### Clock distribution, run 1

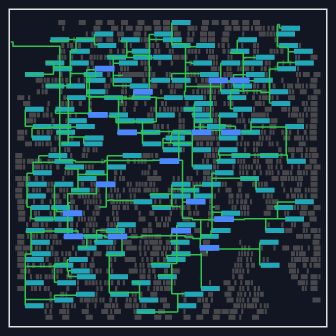
### Met3 routing, run 1

Cells faint in the background.
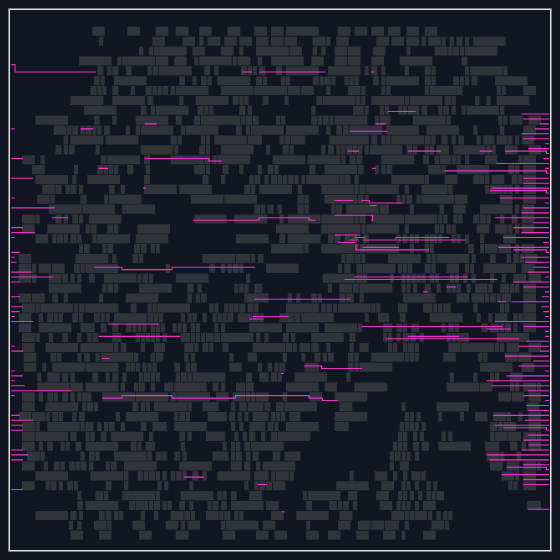
### Routing congestion map, run 1

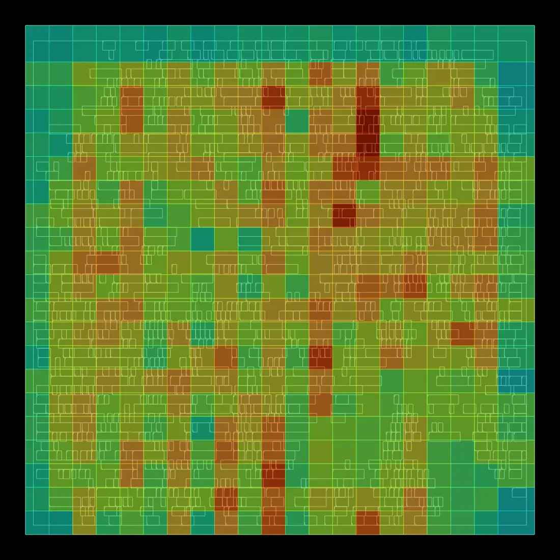
### config.mk
export PLATFORM = sky130hd
export DESIGN_NAME = axi4_lite_bridge_csr_flat
export DESIGN_NICKNAME = d
export VERILOG_FILES = /design/src/rtl/axi4_lite_bridge_csr_pkg.sv /design/src/rtl/axi4_lite_if.sv /design/src/rtl/axi4_lite_csr_decode.sv /design/src/rtl/axi4_lite_bridge_csr.sv /design/src/flat_wrapper.sv
export SDC_FILE = /design/constraint.sdc
export NUM_CORES = 1
export LEC_CHECK = 0
export ABC_AREA = 1
export CAP_MARGIN = 0
export CORE_MARGIN = 2
export CORE_UTILIZATION = 40
export CTS_CLUSTER_SIZE = 20
export DETAILED_ROUTE_END_ITERATION = 6
export HOLD_SLACK_MARGIN = 0.1
export PLACE_DENSITY = 0.67
export REMOVE_ABC_BUFFERS = 1
export SYNTH_ARGS = -nofsm -noshare
export SYNTH_HDL_FRONTEND = slang
export SYNTH_HIERARCHICAL = 1
export SYNTH_SLANG_ARGS = --single-unit
### constraint.sdc
create_clock -name clk -period 4.12 [get_ports clk]
set_input_delay 1.236 -clock clk [delete_from_list [all_inputs] [get_ports clk]]
set_output_delay 1.236 -clock clk [all_outputs]
set_load 0.05 [all_outputs]
### src/rtl/axi4_lite_bridge_csr_pkg.sv
// Shared definitions for the bridge CSR block: register offsets, AXI response
// codes, FSM state types and CONTROL/ERROR bit positions.
package uart_axi4_csr_pkg;

    localparam logic [11:0] ADDR_VERSION  = 12'h000;
    localparam logic [11:0] ADDR_CONTROL  = 12'h004;
    localparam logic [11:0] ADDR_STATUS   = 12'h008;
    localparam logic [11:0] ADDR_ERROR    = 12'h00C;
    localparam logic [11:0] ADDR_TX_COUNT = 12'h010;
    localparam logic [11:0] ADDR_RX_COUNT = 12'h014;
    localparam logic [11:0] ADDR_SCRATCH  = 12'h018;

    localparam logic [1:0] RESP_OKAY   = 2'b00;
    localparam logic [1:0] RESP_SLVERR = 2'b10;
    localparam logic [1:0] RESP_DECERR = 2'b11;

    localparam int CTRL_ENABLE_BIT     = 0;
    localparam int CTRL_STAT_RESET_BIT = 1;
    localparam int ERR_CLEAR_BIT       = 16;

    typedef enum logic [1:0] {
        W_IDLE    = 2'd0,
        W_WAIT_W  = 2'd1,
        W_WAIT_AW = 2'd2,
        W_RESP    = 2'd3
    } write_state_t;

    typedef enum logic [0:0] {
        R_IDLE = 1'b0,
        R_DATA = 1'b1
    } read_state_t;

    typedef enum logic [2:0] {
        REG_VERSION  = 3'd0,
        REG_CONTROL  = 3'd1,
        REG_STATUS   = 3'd2,
        REG_ERROR    = 3'd3,
        REG_TX_COUNT = 3'd4,
        REG_RX_COUNT = 3'd5,
        REG_SCRATCH  = 3'd6,
        REG_NONE     = 3'd7
    } reg_idx_t;

    function automatic logic [31:0] apply_wstrb(input logic [31:0] old_val,
                                                input logic [31:0] new_val,
                                                input logic [3:0]  strb);
        logic [31:0] res;
        res = old_val;
        for (int b = 0; b < 4; b++) begin
            if (strb[b]) begin
                res[b*8 +: 8] = new_val[b*8 +: 8];
            end else begin
                res[b*8 +: 8] = old_val[b*8 +: 8];
            end
        end
        return res;
    endfunction

endpackage

### src/rtl/axi4_lite_if.sv
// 32-bit AXI4-Lite bus bundle with master and slave views.
interface axi4_lite_if;
    logic [31:0] awaddr;
    logic        awvalid;
    logic        awready;
    logic [31:0] wdata;
    logic [3:0]  wstrb;
    logic        wvalid;
    logic        wready;
    logic [1:0]  bresp;
    logic        bvalid;
    logic        bready;
    logic [31:0] araddr;
    logic        arvalid;
    logic        arready;
    logic [31:0] rdata;
    logic [1:0]  rresp;
    logic        rvalid;
    logic        rready;

    modport slave (
        input  awaddr, awvalid, wdata, wstrb, wvalid, bready, araddr, arvalid, rready,
        output awready, wready, bresp, bvalid, arready, rdata, rresp, rvalid
    );

    modport master (
        output awaddr, awvalid, wdata, wstrb, wvalid, bready, araddr, arvalid, rready,
        input  awready, wready, bresp, bvalid, arready, rdata, rresp, rvalid
    );
endinterface

### src/rtl/axi4_lite_csr_decode.sv
// Combinational address decoder: maps a bus address to a register index and
// the AXI response that an access to it should return.
module axi4_lite_csr_decode
    import uart_axi4_csr_pkg::*;
#(
    parameter logic [31:0] BASE_ADDR = 32'h0000_1000
) (
    input  logic [31:0] addr_i,
    output reg_idx_t    hit_o,
    output logic [1:0]  resp_o
);

    // Misalignment outranks window/offset decoding.
    always_comb begin
        hit_o  = REG_NONE;
        resp_o = RESP_DECERR;
        if (addr_i[1:0] != 2'b00) begin
            resp_o = RESP_SLVERR;
        end else if (addr_i[31:12] != BASE_ADDR[31:12]) begin
            resp_o = RESP_DECERR;
        end else begin
            resp_o = RESP_OKAY;
            case (addr_i[11:0])
                ADDR_VERSION:  hit_o = REG_VERSION;
                ADDR_CONTROL:  hit_o = REG_CONTROL;
                ADDR_STATUS:   hit_o = REG_STATUS;
                ADDR_ERROR:    hit_o = REG_ERROR;
                ADDR_TX_COUNT: hit_o = REG_TX_COUNT;
                ADDR_RX_COUNT: hit_o = REG_RX_COUNT;
                ADDR_SCRATCH:  hit_o = REG_SCRATCH;
                default: begin
                    hit_o  = REG_NONE;
                    resp_o = RESP_DECERR;
                end
            endcase
        end
    end

endmodule

### src/rtl/axi4_lite_bridge_csr.sv
// AXI4-Lite register block exposing UART-AXI bridge status, control and
// scratch registers. Read and write channels run independently.
module axi4_lite_bridge_csr
    import uart_axi4_csr_pkg::*;
#(
    parameter logic [31:0] BASE_ADDR     = 32'h0000_1000,
    parameter logic [31:0] VERSION       = 32'h0001_0000,
    parameter logic [31:0] SCRATCH_RESET = 32'h0000_0000
) (
    input  logic        clk,
    input  logic        rst_n,
    axi4_lite_if.slave  axi,
    input  logic        bridge_busy,
    input  logic [7:0]  bridge_error_code,
    input  logic [15:0] tx_transaction_count,
    input  logic [15:0] rx_transaction_count,
    input  logic [7:0]  fifo_status_flags,
    output logic        reset_statistics,
    output logic        bridge_enable
);

    write_state_t w_state_q;
    logic         awready_q;
    logic         wready_q;
    logic         bvalid_q;
    logic [1:0]   bresp_q;
    logic [31:0]  awaddr_q;
    logic [31:0]  wdata_q;
    logic [3:0]   wstrb_q;

    read_state_t  r_state_q;
    logic         arready_q;
    logic         rvalid_q;
    logic [31:0]  rdata_q;
    logic [1:0]   rresp_q;

    logic         enable_q;
    logic         stat_reset_q;
    logic [31:0]  scratch_q;
    logic [7:0]   err_cap_q;
    logic         err_sticky_q;
    logic [7:0]   err_prev_q;

    logic         aw_hs_s;
    logic         w_hs_s;
    logic         ar_hs_s;
    logic         commit_s;
    logic [31:0]  wr_addr_s;
    logic [31:0]  wr_data_s;
    logic [3:0]   wr_strb_s;
    reg_idx_t     wr_hit_s;
    logic [1:0]   wr_resp_s;
    reg_idx_t     rd_hit_s;
    logic [1:0]   rd_resp_s;
    logic [31:0]  rd_data_s;
    logic         wr_ok_s;
    logic         ctrl_wr_s;
    logic         err_clear_s;
    logic         err_new_s;

    assign aw_hs_s = axi.awvalid & awready_q;
    assign w_hs_s  = axi.wvalid & wready_q;
    assign ar_hs_s = axi.arvalid & arready_q;

    // Select live or latched address/data so the commit sees the complete write.
    always_comb begin
        wr_addr_s = axi.awaddr;
        wr_data_s = axi.wdata;
        wr_strb_s = axi.wstrb;
        commit_s  = 1'b0;
        case (w_state_q)
            W_IDLE: begin
                commit_s = aw_hs_s & w_hs_s;
            end
            W_WAIT_W: begin
                wr_addr_s = awaddr_q;
                commit_s  = w_hs_s;
            end
            W_WAIT_AW: begin
                wr_data_s = wdata_q;
                wr_strb_s = wstrb_q;
                commit_s  = aw_hs_s;
            end
            default: begin
                commit_s = 1'b0;
            end
        endcase
    end

    axi4_lite_csr_decode #(.BASE_ADDR(BASE_ADDR)) u_wr_decode (
        .addr_i (wr_addr_s),
        .hit_o  (wr_hit_s),
        .resp_o (wr_resp_s)
    );

    axi4_lite_csr_decode #(.BASE_ADDR(BASE_ADDR)) u_rd_decode (
        .addr_i (axi.araddr),
        .hit_o  (rd_hit_s),
        .resp_o (rd_resp_s)
    );

    assign wr_ok_s     = commit_s && (wr_resp_s == RESP_OKAY);
    assign ctrl_wr_s   = wr_ok_s && (wr_hit_s == REG_CONTROL) && wr_strb_s[0];
    assign err_clear_s = wr_ok_s && (wr_hit_s == REG_ERROR) && wr_strb_s[2]
                         && wr_data_s[ERR_CLEAR_BIT];
    // A code counts as a new error only on the edge it changes to a nonzero value.
    assign err_new_s   = (bridge_error_code != 8'h00) && (bridge_error_code != err_prev_q);

    // Register read mux.
    always_comb begin
        rd_data_s = 32'h0000_0000;
        case (rd_hit_s)
            REG_VERSION:  rd_data_s = VERSION;
            REG_CONTROL:  rd_data_s = {31'h0, enable_q};
            REG_STATUS:   rd_data_s = {23'h0, bridge_busy, fifo_status_flags};
            REG_ERROR:    rd_data_s = {15'h0, err_sticky_q, err_cap_q, bridge_error_code};
            REG_TX_COUNT: rd_data_s = {16'h0, tx_transaction_count};
            REG_RX_COUNT: rd_data_s = {16'h0, rx_transaction_count};
            REG_SCRATCH:  rd_data_s = scratch_q;
            default:      rd_data_s = 32'h0000_0000;
        endcase
    end

    // Write channel FSM with registered handshake outputs.
    always_ff @(posedge clk or negedge rst_n) begin
        if (!rst_n) begin
            w_state_q <= W_IDLE;
            awready_q <= 1'b0;
            wready_q  <= 1'b0;
            bvalid_q  <= 1'b0;
            bresp_q   <= RESP_OKAY;
            awaddr_q  <= 32'h0000_0000;
            wdata_q   <= 32'h0000_0000;
            wstrb_q   <= 4'h0;
        end else begin
            case (w_state_q)
                W_IDLE: begin
                    if (aw_hs_s && w_hs_s) begin
                        awready_q <= 1'b0;
                        wready_q  <= 1'b0;
                        bvalid_q  <= 1'b1;
                        bresp_q   <= wr_resp_s;
                        w_state_q <= W_RESP;
                    end else if (aw_hs_s) begin
                        awaddr_q  <= axi.awaddr;
                        awready_q <= 1'b0;
                        wready_q  <= 1'b1;
                        w_state_q <= W_WAIT_W;
                    end else if (w_hs_s) begin
                        wdata_q   <= axi.wdata;
                        wstrb_q   <= axi.wstrb;
                        awready_q <= 1'b1;
                        wready_q  <= 1'b0;
                        w_state_q <= W_WAIT_AW;
                    end else begin
                        awready_q <= 1'b1;
                        wready_q  <= 1'b1;
                    end
                end
                W_WAIT_W: begin
                    if (w_hs_s) begin
                        wready_q  <= 1'b0;
                        bvalid_q  <= 1'b1;
                        bresp_q   <= wr_resp_s;
                        w_state_q <= W_RESP;
                    end
                end
                W_WAIT_AW: begin
                    if (aw_hs_s) begin
                        awready_q <= 1'b0;
                        bvalid_q  <= 1'b1;
                        bresp_q   <= wr_resp_s;
                        w_state_q <= W_RESP;
                    end
                end
                W_RESP: begin
                    if (axi.bready) begin
                        bvalid_q  <= 1'b0;
                        awready_q <= 1'b1;
                        wready_q  <= 1'b1;
                        w_state_q <= W_IDLE;
                    end
                end
                default: begin
                    awready_q <= 1'b0;
                    wready_q  <= 1'b0;
                    bvalid_q  <= 1'b0;
                    w_state_q <= W_IDLE;
                end
            endcase
        end
    end

    // Read channel FSM; data and response are frozen until rready.
    always_ff @(posedge clk or negedge rst_n) begin
        if (!rst_n) begin
            r_state_q <= R_IDLE;
            arready_q <= 1'b0;
            rvalid_q  <= 1'b0;
            rdata_q   <= 32'h0000_0000;
            rresp_q   <= RESP_OKAY;
        end else begin
            case (r_state_q)
                R_IDLE: begin
                    if (ar_hs_s) begin
                        rdata_q   <= (rd_resp_s == RESP_OKAY) ? rd_data_s : 32'h0000_0000;
                        rresp_q   <= rd_resp_s;
                        rvalid_q  <= 1'b1;
                        arready_q <= 1'b0;
                        r_state_q <= R_DATA;
                    end else begin
                        arready_q <= 1'b1;
                    end
                end
                R_DATA: begin
                    if (axi.rready) begin
                        rvalid_q  <= 1'b0;
                        arready_q <= 1'b1;
                        r_state_q <= R_IDLE;
                    end
                end
                default: begin
                    arready_q <= 1'b0;
                    rvalid_q  <= 1'b0;
                    r_state_q <= R_IDLE;
                end
            endcase
        end
    end

    // Control, scratch and sticky error state.
    always_ff @(posedge clk or negedge rst_n) begin
        if (!rst_n) begin
            enable_q     <= 1'b0;
            stat_reset_q <= 1'b0;
            scratch_q    <= SCRATCH_RESET;
            err_cap_q    <= 8'h00;
            err_sticky_q <= 1'b0;
            err_prev_q   <= 8'h00;
        end else begin
            stat_reset_q <= ctrl_wr_s && wr_data_s[CTRL_STAT_RESET_BIT];
            err_prev_q   <= bridge_error_code;
            if (ctrl_wr_s) begin
                enable_q <= wr_data_s[CTRL_ENABLE_BIT];
            end
            if (wr_ok_s && (wr_hit_s == REG_SCRATCH)) begin
                scratch_q <= apply_wstrb(scratch_q, wr_data_s, wr_strb_s);
            end
            // Capture beats a simultaneous clear so a fresh error is never lost.
            if ((!err_sticky_q || err_clear_s) && err_new_s) begin
                err_cap_q    <= bridge_error_code;
                err_sticky_q <= 1'b1;
            end else if (err_clear_s) begin
                err_cap_q    <= 8'h00;
                err_sticky_q <= 1'b0;
            end
        end
    end

    assign axi.awready      = awready_q;
    assign axi.wready       = wready_q;
    assign axi.bvalid       = bvalid_q;
    assign axi.bresp        = bresp_q;
    assign axi.arready      = arready_q;
    assign axi.rvalid       = rvalid_q;
    assign axi.rdata        = rdata_q;
    assign axi.rresp        = rresp_q;
    assign reset_statistics = stat_reset_q;
    assign bridge_enable    = enable_q;

endmodule

### src/flat_wrapper.sv
// flat-port wrapper written by rule: the top's interface ports become plain ports
module axi4_lite_bridge_csr_flat import uart_axi4_csr_pkg::*;
#(
    parameter logic [31:0] BASE_ADDR     = 32'h0000_1000,
    parameter logic [31:0] VERSION       = 32'h0001_0000,
    parameter logic [31:0] SCRATCH_RESET = 32'h0000_0000
)
  (clk, rst_n, bridge_busy, bridge_error_code, tx_transaction_count, rx_transaction_count, fifo_status_flags, reset_statistics, bridge_enable, axi_awaddr, axi_awvalid, axi_wdata, axi_wstrb, axi_wvalid, axi_bready, axi_araddr, axi_arvalid, axi_rready, axi_awready, axi_wready, axi_bresp, axi_bvalid, axi_arready, axi_rdata, axi_rresp, axi_rvalid);
  axi4_lite_if axi_i ();
  input  logic clk;
  input  logic rst_n;
  input  logic bridge_busy;
  input  logic [7:0] bridge_error_code;
  input  logic [15:0] tx_transaction_count;
  input  logic [15:0] rx_transaction_count;
  input  logic [7:0] fifo_status_flags;
  output logic reset_statistics;
  output logic bridge_enable;
  input wire logic [$bits(axi_i.awaddr)-1:0] axi_awaddr;
  input wire logic [$bits(axi_i.awvalid)-1:0] axi_awvalid;
  input wire logic [$bits(axi_i.wdata)-1:0] axi_wdata;
  input wire logic [$bits(axi_i.wstrb)-1:0] axi_wstrb;
  input wire logic [$bits(axi_i.wvalid)-1:0] axi_wvalid;
  input wire logic [$bits(axi_i.bready)-1:0] axi_bready;
  input wire logic [$bits(axi_i.araddr)-1:0] axi_araddr;
  input wire logic [$bits(axi_i.arvalid)-1:0] axi_arvalid;
  input wire logic [$bits(axi_i.rready)-1:0] axi_rready;
  output wire logic [$bits(axi_i.awready)-1:0] axi_awready;
  output wire logic [$bits(axi_i.wready)-1:0] axi_wready;
  output wire logic [$bits(axi_i.bresp)-1:0] axi_bresp;
  output wire logic [$bits(axi_i.bvalid)-1:0] axi_bvalid;
  output wire logic [$bits(axi_i.arready)-1:0] axi_arready;
  output wire logic [$bits(axi_i.rdata)-1:0] axi_rdata;
  output wire logic [$bits(axi_i.rresp)-1:0] axi_rresp;
  output wire logic [$bits(axi_i.rvalid)-1:0] axi_rvalid;
  assign axi_i.awaddr = axi_awaddr;
  assign axi_i.awvalid = axi_awvalid;
  assign axi_i.wdata = axi_wdata;
  assign axi_i.wstrb = axi_wstrb;
  assign axi_i.wvalid = axi_wvalid;
  assign axi_i.bready = axi_bready;
  assign axi_i.araddr = axi_araddr;
  assign axi_i.arvalid = axi_arvalid;
  assign axi_i.rready = axi_rready;
  assign axi_awready = axi_i.awready;
  assign axi_wready = axi_i.wready;
  assign axi_bresp = axi_i.bresp;
  assign axi_bvalid = axi_i.bvalid;
  assign axi_arready = axi_i.arready;
  assign axi_rdata = axi_i.rdata;
  assign axi_rresp = axi_i.rresp;
  assign axi_rvalid = axi_i.rvalid;
  axi4_lite_bridge_csr #(.BASE_ADDR(BASE_ADDR), .VERSION(VERSION), .SCRATCH_RESET(SCRATCH_RESET)) u_core (.clk(clk), .rst_n(rst_n), .axi(axi_i), .bridge_busy(bridge_busy), .bridge_error_code(bridge_error_code), .tx_transaction_count(tx_transaction_count), .rx_transaction_count(rx_transaction_count), .fifo_status_flags(fifo_status_flags), .reset_statistics(reset_statistics), .bridge_enable(bridge_enable));
endmodule
==> run summary, run 1 <==
yosys + openroad results -> number of OpenROAD warnings 32, synth-to-layout area growth 34.0%, Layout Cells excl Fill 1,606, final setup violating endpoints 0, min setup slack post-route 614 ps, most frequent cells in the layout nand2_1, clkdlybuf4s50_1, o21ai_0, DR WL met3 1370 um, first-pass GRT wire length 34,600 um, num rows 52, vias per cell 4.76, outcome finished clean, YS chip area 8370 um2, power share of the sequential group 40.1%, RSZ-0062 raised after global routing no, largest net degree at the start of global routing 74, Synth Register Bits 163, DRC 0, Max IR drop VDD 300 uV, Net Sw Power 1.93 mW, Slew HR 29.8%, Max Used Layer met4, most used routing layer met2, tally of buffers added on design ports 198, CP Capture Type flip-flop, Die X 149 um, and+or+nand+nor area frac 26.0%, Combinational Gates 765, layout cells sized above 1 5.46%, combinational share of cell area 31.2%, count of plain and timing-repair buffers 208, clk slew on worst S/H paths 60 ps, Worst Path Buf+Inv 5, mapped cell area 8370 um2, CP Depth 22, list of most frequent post-synthesis cells nand2_1, o21ai_0, inv_1, pre-CTS setup slack 239 ps, area of placed instances 10,600 um2, cell total in the yosys stat output 1,138, dpl hpwl 15,400 um, Final Slew Violations 0, Hold WS 445 ps, R2R setup slack 610 ps, crit path capture u_core/err_cap_q[5], floorplan core density 41.1%, Crit path required time 4430 ps, clock sinks 163, Cell Chain, Critical Path inv_1, ha_2, buf_4, nand2_1, o21ai_0, inv_1, nor2_1, nand4_1, nor2_4, nand2_2, inv_2, nand2_1, inv_1, nand2_1, nor2_1, nand2_1, nor2_1, nand3_1, nand2_2, nand2_2, nand3_1, nand2_1, Hold Path Class reg -> reg, CTS Buf Count 17, CTS Hold Buffers Added 0, cells resized by post-CTS repair 0, Largest cells by area dfrtp_1, nand2_1, o21ai_0, most frequent logic cell in the layout nand2_1, most frequent cell after synthesis nand2_1, cell repeated most along the worst path nand2_1, flop share of the area 36.4%, max-cap violations 0, I/O Pins 199, reg-to-reg endpoint u_core/err_cap_q[5], vias in the first global route 7,170, Mean Syn Cell Area 7.36 um2, Reg2Reg Depth 22, Die ar. 22,100 um2, initial antenna violation count 0, WHS Path Cells 1, TritonCTS clock tree built, non-clock buffering overhead in the final layout 18.5%, H-Tree Depth 4, Synth logic family simple AND/OR/NAND/NOR gates, Pwr Density 492 nW/um2, min-delay src u_core/r_state_q, Inst Count DP 1,575, GRT Util Overall 19.6%, switching share of power 35.1%, met2 Usage GRT 33.1%, fa+ha+maj area frac 1.20%, setup_tns 0 ps, Fin Clk Skew 11.3 ps, registers 163, clkbuf count 18, Cells after Synth 1,138, Max-area cell share 48.7%, largest buffer count on any clock path 2, Hold Path End u_core/axi.rvalid, DRT iter0 DRCs 469, Max Clock Freq 0.285 GHz
Notes on 'Clock distribution' above:
Blue marks clock drivers, count 17. Cyan marks flip-flops, count 163. Green marks clock wires, length 2,090 um.
Position of the flops: spread over the die. There are 18 routed clock nets.
clock share of power: 29.6%
Insertion Delay late pin: 430 ps
clk pwr: 1.63 mW

Notes on 'Met3 routing' above:
The layer carries 1,370 um of wire. The wires run mostly horizontal. The layer holds 6.4% of the routed length. 145 nets have wire on it. The longest straight run is 41.9 um.
final WL: 21,300 um
Vias: 7,639
met3 Track Usage GR: 4.11%

Notes on 'Routing congestion map' above:
Final Core Density: 55.1%
met1 Track Usage GR: 26.1%
DR WL/cell: 13.3 um

==> run 2, diff against run 1 <==
SLEW_MARGIN = 15   (was unset)
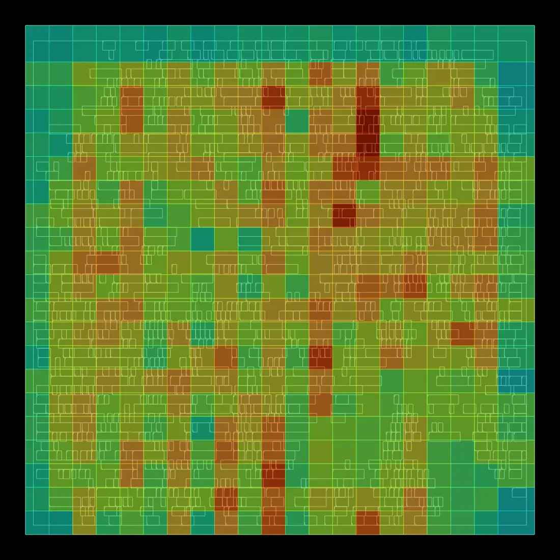
*Routing congestion map, run 2*
GRT Util Overall: 19.6%
met2 Usage GRT: 33.1%

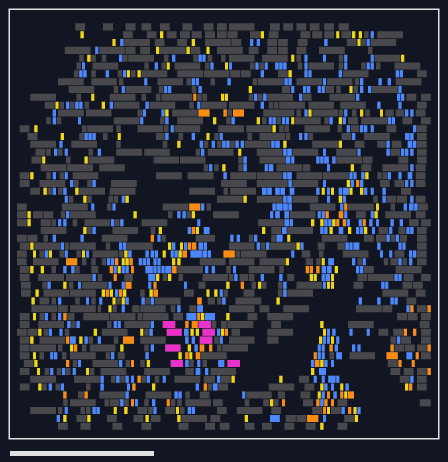
*Logic cells by family, run 2*
The bar under the picture is 50 um long.
Yellow marks inv cells, cells 169, most used inv_1, where spread over the die. Orange marks nor cells, cells 81, most used nor2_1. Blue marks nand cells, cells 446, most used nand2_1, where spread over the die. Magenta marks fa/ha/maj cells, cells 8, most used ha_1, where bottom middle.

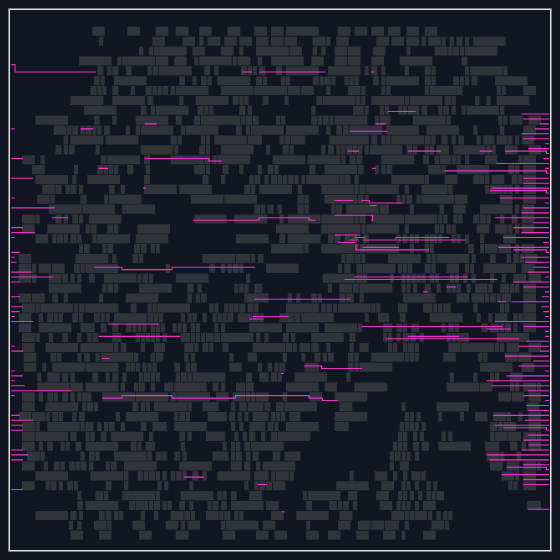
*Met3 routing, run 2*
Cells faint in the background.
The layer holds 6.4% of the routed length. The wires run mostly horizontal.

==> run summary, run 2 <==
yosys + openroad results -> post-synthesis sequential area ratio 48.7%, clk slew on worst S/H paths 60 ps, synth-to-layout area growth 34.0%, Layout Cells excl Fill 1,606, CTS Buf Count 17, Cell Chain, Critical Path inv_1, ha_2, buf_4, nand2_1, o21ai_0, inv_1, nor2_1, nand4_1, nor2_4, nand2_2, inv_2, nand2_1, inv_1, nand2_1, nor2_1, nand2_1, nor2_1, nand3_1, nand2_2, nand2_2, nand3_1, nand2_1, and+or+nand+nor area frac 26.0%, Max IR drop VDD 300 uV, most frequent logic cell in the layout nand2_1, RSZ-0062 raised after global routing no, largest buffer count on any clock path 2, outcome finished clean, crit path capture u_core/err_cap_q[5], combinational share of cell area 31.2%, CP Depth 22, Fin Clk Skew 11.3 ps, cell total in the yosys stat output 1,138, cells resized by post-CTS repair 0, count of plain and timing-repair buffers 208, register area 4080 um2, Hold Path Class reg -> reg, met3 Track Usage GR 4.11%, clock share of power 29.6%, first-pass GRT wire length 34,600 um, Max-area cell share 48.7%, Die X 149 um, R2R setup slack 610 ps, Reg2Reg Depth 22, vias per cell 4.76, most frequent cells in the layout nand2_1, clkdlybuf4s50_1, o21ai_0, Worst Path Buf+Inv 5, final setup violating endpoints 0, final WL 21,300 um, DR WL met3 1370 um, cell repeated most along the worst path nand2_1, initial antenna violation count 0, DRT iter0 DRCs 469, Max Clock Freq 0.285 GHz, power share of the sequential group 40.1%, clkbuf count 18, Hold WS 445 ps, min-delay src u_core/r_state_q, YS chip area 8370 um2, Mean Syn Cell Area 7.36 um2, Vias 7,639, TritonCTS clock tree built, DR WL/cell 13.3 um, WHS Path Cells 1, H-Tree Depth 4, DRC 0, logic area 3500 um2, fa+ha+maj area frac 1.20%, layout cells sized above 1 5.46%, Crit path required time 4430 ps, met1 Track Usage GR 26.1%, non-clock buffering overhead in the final layout 18.5%, Cells after Synth 1,138, I/O Pins 199, Hold Path End u_core/axi.rvalid, Combinational Gates 765, Final Slew Violations 0, CTS Hold Buffers Added 0, dpl hpwl 15,400 um, pre-CTS setup slack 239 ps, Final #Nets 1,488, clock sinks 163, registers 163, Net Sw Power 1.93 mW, tally of buffers added on design ports 198, mapped cell area 8370 um2, Die ar. 22,100 um2, largest net degree at the start of global routing 74, most used routing layer met2, floorplan core density 41.1%, switching share of power 35.1%, area of placed instances 10,600 um2, Pwr Density 492 nW/um2, number of OpenROAD warnings 32, Final Core Density 55.1%, num rows 52, clk pwr 1.63 mW, most frequent cell after synthesis nand2_1, Insertion Delay late pin 430 ps
### Cell sizes after repair, run 2

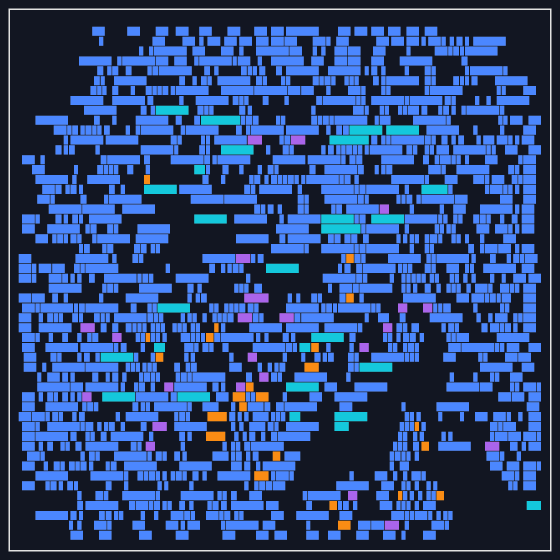

==> run 3, diff against run 2 <==
PLACE_DENSITY = 0.65   (was 0.67)
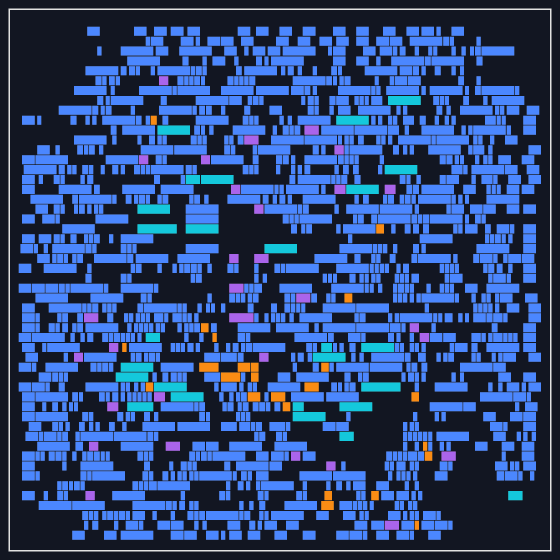
*Cell sizes after repair, run 3*
Purple marks _3 and _4 cells, cells 30, share 2.2%. Blue marks _0 and _1 cells, cells 1,261, share 94%. Cyan marks _6 and larger, cells 26, share 1.9%. Orange marks _2 cells, cells 24, share 1.8%.
min setup slack post-route: 526 ps
synth-to-layout area growth: 34.4%
design area: 11,200 um2
count of plain and timing-repair buffers: 212

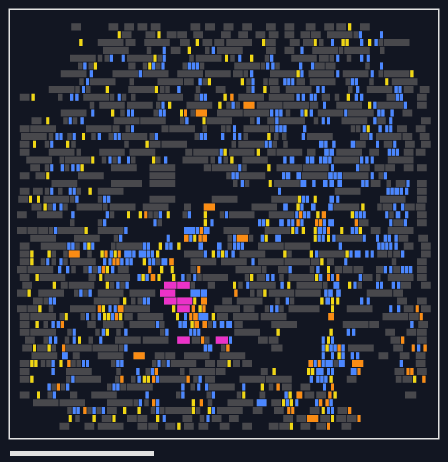
*Logic cells by family, run 3*
The bar under the picture is 50 um long.
Magenta marks fa/ha/maj cells, cells 8, most used ha_1. Orange marks nor cells, cells 81, most used nor2_1. Blue marks nand cells, cells 446, most used nand2_1, where spread over the die. Yellow marks inv cells, cells 169, most used inv_1, where spread over the die.
Layout Cells excl Fill: 1,611
combinational share of cell area: 31.1%
most frequent logic cell in the layout: nand2_1

==> run summary, run 3 <==
yosys + openroad results -> outcome finished clean, switching share of power 35.7%, registers 163, tally of buffers added on design ports 198, largest buffer count on any clock path 2, vias in the first global route 7,375, CP Capture Type flip-flop, Final #Nets 1,492, register area 4080 um2, list of most frequent post-synthesis cells nand2_1, o21ai_0, inv_1, cells resized by post-CTS repair 0, power share of the sequential group 40.1%, clkbuf count 17, Mean Syn Cell Area 7.36 um2, H-Tree Depth 4, final WL 21,400 um, most frequent cells in the layout nand2_1, clkdlybuf4s50_1, o21ai_0, fa+ha+maj area frac 1.20%, Cell Chain, Critical Path inv_1, ha_2, buf_12, o21ai_0, inv_1, nand2_1, nor2_2, nand3b_1, nand2_1, nand2_2, nor3_1, a21boi_4, nand4_1, nand3_1, nand2_1, Hold Path Class reg -> reg, Final Core Density 55.2%, number of OpenROAD warnings 32, Max Clock Freq 0.278 GHz, first-pass GRT wire length 35,700 um, and+or+nand+nor area frac 26.0%, flop share of the area 36.3%, most used routing layer met2, Die ar. 22,100 um2, DRC 0, floorplan core density 41.1%, DR WL/cell 13.3 um, CP Depth 15, YS chip area 8370 um2, final setup violating endpoints 0, Largest cells by area dfrtp_1, nand2_1, o21ai_0, Inst Count DP 1,579, Hold Path End u_core/axi.rvalid, Hold WS 441 ps, mapped cell area 8370 um2, Cells after Synth 1,138, Crit path required time 4430 ps, num rows 52, setup_tns 0 ps, met2 Usage GRT 32.5%, Final Slew Violations 0, pre-CTS setup slack 215 ps, vias per cell 4.75, CTS Buf Count 17, non-clock buffering overhead in the final layout 18.7%, Slew HR 45.3%, met3 Track Usage GR 3.99%, post-synthesis sequential area ratio 48.7%, max-cap violations 0, Die X 149 um, largest net degree at the start of global routing 84
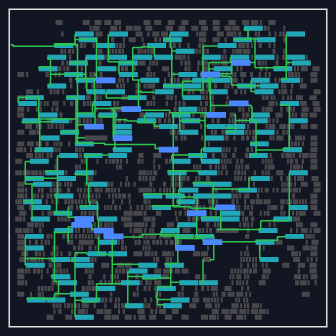
*Clock distribution, run 3*
Blue marks clock drivers, count 17. Green marks clock wires, length 2,130 um. Cyan marks flip-flops, count 163.
Position of the flops: spread over the die. There are 18 routed clock nets.
clock share of power: 29.4%
clk pwr: 1.62 mW
Insertion Delay late pin: 420 ps
Fin Clk Skew: 9.91 ps

No activity file was given, so power comes from the tool's default toggle rates.
